==> config.mk <==
export PLATFORM = sky130hd
export DESIGN_NAME = cdb_arbiter
export DESIGN_NICKNAME = d
export VERILOG_FILES = /design/src/rtl/cdb_arbiter.sv
export SDC_FILE = /design/constraint.sdc
export NUM_CORES = 1
export LEC_CHECK = 0
export ABC_CLOCK_PERIOD_IN_PS = 4100
export CORE_MARGIN = 1.5
export CORE_UTILIZATION = 30
export CTS_CLUSTER_DIAMETER = 100
export DETAILED_ROUTE_END_ITERATION = 10
export PLACE_DENSITY = 0.58
export SLEW_MARGIN = 20
export SYNTH_ARGS = -nofsm -noshare
export SYNTH_HDL_FRONTEND = slang
export SYNTH_SLANG_ARGS = --single-unit
==> constraint.sdc <==
create_clock -name clk -period 4.1 [get_ports clk]
set_input_delay 0.615 -clock clk [delete_from_list [all_inputs] [get_ports clk]]
set_output_delay 0.615 -clock clk [all_outputs]
set_load 0.02 [all_outputs]
Fig. 1: wiring by layer
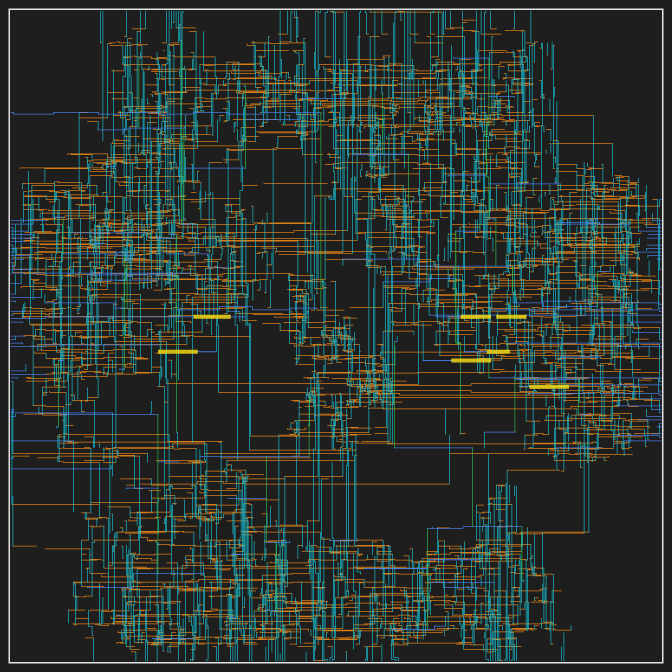
[metal 2] cyan | wire length: 22.2 mm
[metal 1] orange | wire length: 18800 um
[metal 4] green | wire length: 1000 um
[metal 5] yellow | wire length: 81.9 um
[metal 3] blue | wire length: 2350 um
average wire length per cell after detail routing: 21.4 um
routed wire length: 44400 um
total via count in the routed design: 9610
GR Util All Layers: 13.9%

Fig. 2: cell outlines without signal wires
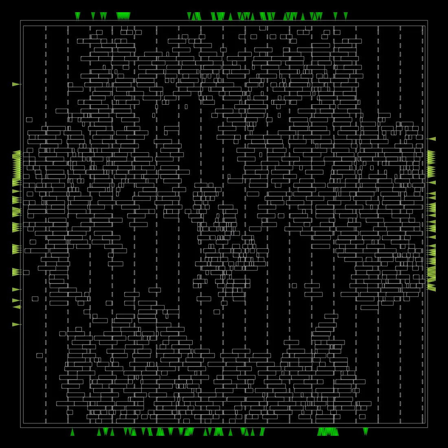
# fillers: 5752
number of tapcells: 837
count of sequential standard cells: 510

Fig. 3: cell sizes after repair
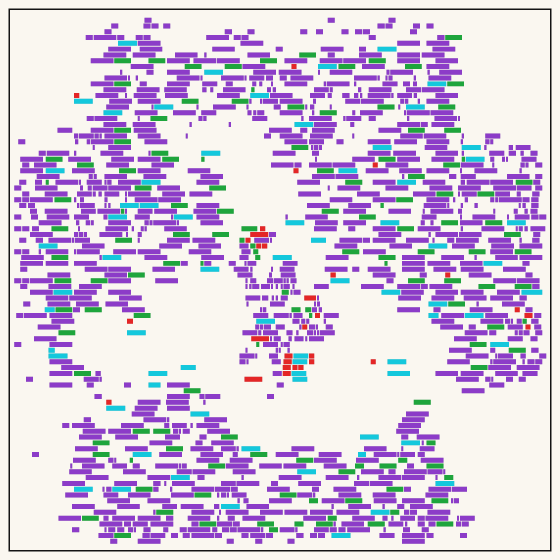
[_6 and larger] cyan | cells: 70
[_2 cells] green | cells: 134
[_0 and _1 cells] purple | cells: 1000
[_3 and _4 cells] red | cells: 30
final instance area: 23500 sq um
signed area change from the synthesized netlist to the final layout: 24.5%
post-layout worst setup margin: 0.562 ns
bufs w/o clock: 206

Fig. 4: I/O nets highlighted
Scale bar: 100 um.
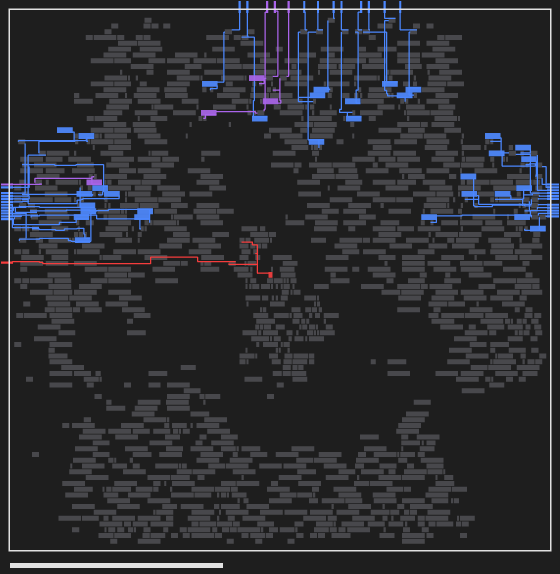
[`cdb_rob_id`] purple | bits: 4 | direction: output | edge: 3 north, 1 west | end cells: 4 | buffers: 4 | wire: 217 um
[`cdb_value`] blue | bits: 32 | direction: output | edge: 11 west, 11 east, 10 north | end cells: 32 | buffers: 32 | wire: 1620 um
[`lsb_ready`] red | bits: 1 | direction: output | edge: west | end cells: 1 | buffers: 1 | wire: 154 um
I/O Buffers: 183
number of top-level design ports: 184

Fig. 5: cell classes on the final placement
Fill, decap, tap and diode cells in grey.
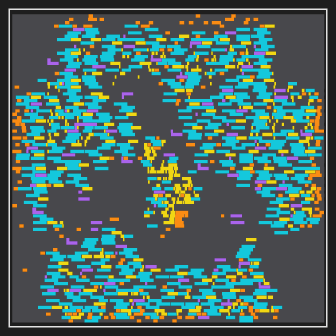
[clock drivers and dummy loads] purple | cells: 106 | share of their area: 7.6%
[sequential cells] cyan | cells: 510 | share of their area: 64%
[combinational and other logic] yellow | cells: 412 | share of their area: 19%
[remaining buffers and delay cells] orange | cells: 206 | share of their area: 9.4%
core box area: 61900 sq um
number of rows in the core area: 91
core utilization of the finished layout: 37.9%
Seq/total area: 61.5%

==> writeup.txt <==
The initial antenna violation count is 7, and the post-layout minimum cycle time is 3.54 ns. The final weighted congestion of routability-driven global placement was 0.711; the chip area from the yosys synthesis statistics was 18800 sq um. With the total count of hold-check failures in the final report at 0, the reg2reg setup slack is 1.58 ns.

The stage logs contain a warning count of 32. The registers of the reported paths see a clock transition of 0.06 ns. The logs give 0 for the post-CTS repair timing setup buffer count and 2.4% for the power share of the combinational group. The tools report the data arrival time of the critical path as 2.92 ns. Recorded from the global router log, the overflow total was 0.

TritonCTS built the clock tree. The tools report the critical path capture point type as a primary output. Final-layout setup total negative slack: 0 ns. For the number of standard cells reported by yosys, the log shows 980. Per the post-route antenna check, the number of violating nets is 0. The number of hold buffers added after CTS was 0. Per the detail_route report, DRC violations left total 0.

Critical setup path kind: primary input to primary output. For this run, the number of standard cells in the final layout without fillers is 2071. The post-synth count of flops with an enable pin is 420. The layout net count is 1311. The run gives 56 for the number of clock buffers inserted by TritonCTS. The via count of the first global-routing pass came out at 10300. The critical path maximum fanout is 8. In the routed layout, each cell is associated on average with a via count of 4.64.

Clock latency on the worst-skew pair, taken at its later pin, is 0.61 ns. The die outline width is 254 um. The number of cells on the worst reg-to-reg path is 10. Clock tree synthesis selected as its root buffer the cell sky130_fd_sc_hd__clkbuf_16.

The final setup skew was 0.0124 ns; the worst slack at placement was 0.451 ns. In the Yosys stats the netlist draws on 36 distinct library cells. Looking at the gate-level netlist, the highest instance count belongs to sky130_fd_sc_hd__edfxtp_1. The number of cells on the worst hold path is 1, and the H-tree depth is 2. The cell type with the largest total area is sky130_fd_sc_hd__edfxtp_1. The share of layout cells above drive strength 1 was 19.0%. The nature of the critical path startpoint was a primary input. The run gives 19.2 sq um for the mean area per synthesized cell. The async set or reset register ratio after synthesis works out to 0%. Yosys reports that the leading cell type by area covers 66.9% of the netlist area. The post-synthesis sequential area ratio was 76.5%; the max-slew violation count was 0. The overall chip area is 64300 sq um.

The initial utilization of the core area, before any placement, comes to 30.4%. The power report attributes to the sequential group a share of 53.4%. The synthesized net count came out at 1105. The leakage component of the power was 0.00730 uW.

Number of placed cells counting well taps: 1964. The worst VDD IR drop from the latest analysis is 0.305 mV. The final tally of setup violations was 0; the die boundary height was 254 um. The commonest register cell is sky130_fd_sc_hd__edfxtp_1.

The post-synthesis register bit count was 510. Ranked by total cell area, the synthesized netlist is headed by sky130_fd_sc_hd__edfxtp_1 (67%), sky130_fd_sc_hd__mux4_2 (13%), sky130_fd_sc_hd__dfxtp_1 (9.6%). The area of the mapped netlist came out at 18800 sq um. Internal power comes to 8380 uW. The worst hold path belongs to the class flip-flop to flip-flop.

Setup repair after global routing left no endpoint under its margin. The placement stage leaves a total instance area of 21700 sq um. After layout, the worst path uses 86.3% of the clock period. The slew of the pin with the lowest slew margin is 1.10 ns, and the maximum count of clock buffers along a single path is 3. The post-cts resize count is 0, and the count of maximum capacitance violations is 0. The HPWL after detailed placement is 25500 um.

Per the breakdown, switching nets consume 20.5% of all power. The first-pass iteration count of the detailed router was 4. The flow ran to the end, and the final reports show no timing, DRC or antenna violations.

According to the timing report, the data required time at the worst endpoint equals 3.48 ns. The gate count of the mapped netlist was 980. The logs give 283 MHz for the highest clock rate and 26.6% for the relative slew slack. Counting the warning lines in the Yosys log gives 0. The share of power burned in the clock network was 44.3%; the power per unit of standard cell area was 449 nW/um^2. The commonest cells after synthesis are sky130_fd_sc_hd__edfxtp_1 (420), sky130_fd_sc_hd__mux4_2 (105), sky130_fd_sc_hd__dfxtp_1 (90), sky130_fd_sc_hd__nand2_1 (77), sky130_fd_sc_hd__nor2_1 (52). The net switching power came out at 2170 uW.

The wire length of the first global-routing pass is 65700 um, and the number of clock sinks seen by CTS is 510. The number of diodes is 0. Entering global routing, the biggest net connects 73 pins.

In this run, the number of DRC markers left after iteration 0 of detailed routing was 508.
placed cells by master (no fill, tap or decap), types with 3 or more instances in the layout:
cell type	netlist	layout
sky130_fd_sc_hd__dfxtp_4	0	3
sky130_fd_sc_hd__buf_12	0	6
sky130_fd_sc_hd__mux2i_1	7	7
sky130_fd_sc_hd__mux4_2	105	105
sky130_fd_sc_hd__nand2_1	77	77
sky130_fd_sc_hd__and3_4	0	4
sky130_fd_sc_hd__clkinv_2	0	11
sky130_fd_sc_hd__dfxtp_1	90	86
sky130_fd_sc_hd__clkinv_1	0	3
sky130_fd_sc_hd__clkdlybuf4s50_1	0	183
sky130_fd_sc_hd__a22oi_2	9	9
sky130_fd_sc_hd__clkbuf_1	23	25
sky130_fd_sc_hd__a21oi_1	5	5
sky130_fd_sc_hd__xnor2_1	6	6
sky130_fd_sc_hd__a22oi_1	24	24
sky130_fd_sc_hd__ha_1	12	12
sky130_fd_sc_hd__edfxtp_1	420	420
sky130_fd_sc_hd__clkbuf_16	0	57
sky130_fd_sc_hd__o21ai_0	4	4
sky130_fd_sc_hd__clkinvlp_4	0	4
sky130_fd_sc_hd__nor2_1	52	51
sky130_fd_sc_hd__buf_4	2	16
sky130_fd_sc_hd__inv_1	13	13
sky130_fd_sc_hd__a31oi_1	36	36
sky130_fd_sc_hd__o21ai_1	34	34
sky130_fd_sc_hd__and3_2	0	4
cells by family after synthesis:
family,Yosys count,share of synthesized area (%)
adders and majority gates,14,1.01
xor gates and xnor gates,8,0.372
muxes,112,12.9
buffers and inverters,72,1.86
and+or+nand+nor,146,3.16
AOI/OAI and AO/OA,118,4.22
DFF,510,76.5
layer usage:
| metal | up-vias | part of all wire, % | track usage, % |
|---|---|---|---|
| li1 | 4313 | - | - |
| met1 | 4982 | 42 | 17.3 |
| met2 | 214 | 50 | 24.1 |
| met3 | 87 | 5.3 | 3.31 |
| met4 | 14 | 2.3 | 3.96 |
| met5 | - | 0.18 | 0 |
power groups by stage:
stage	Clock (uW)	Sequential, uW	Combinational (uW)
floorplan	0	5740	58.0
CTS	4810	5630	249
global placement	0	5740	240
finish	4670	5630	248
global route	5000	5620	268
detailed placement	0	5740	248
per-stage QoR:
stage | hold WS, ns | power (uW)
final | 0.444 | 10500
after global placement | 0.436 | 5980
after global routing | 0.475 | 10900
after floorplan | 0.427 | 5800
after CTS | 0.448 | 10700
after detailed placement | 0.434 | 5980
critical path: stages:
cell and delay, ns:
sky130_fd_sc_hd__clkdlybuf4s50_1 0.49, sky130_fd_sc_hd__or3b_1 0.64, sky130_fd_sc_hd__a21oi_1 0.39, sky130_fd_sc_hd__clkdlybuf4s50_1 0.78
layout make-up:
class	count	area, sq um	area share, %
clock buffers	84	1550	6.60
repair buffers	206	2100	8.95
multi-input cells	398	4120	17.6
well taps	837	1050	4.46
inverters	14	53.8	0.229
flip-flops and latches	510	14400	61.5
clock inverters	22	166	0.709
Power is estimated from default activity; no workload was simulated.
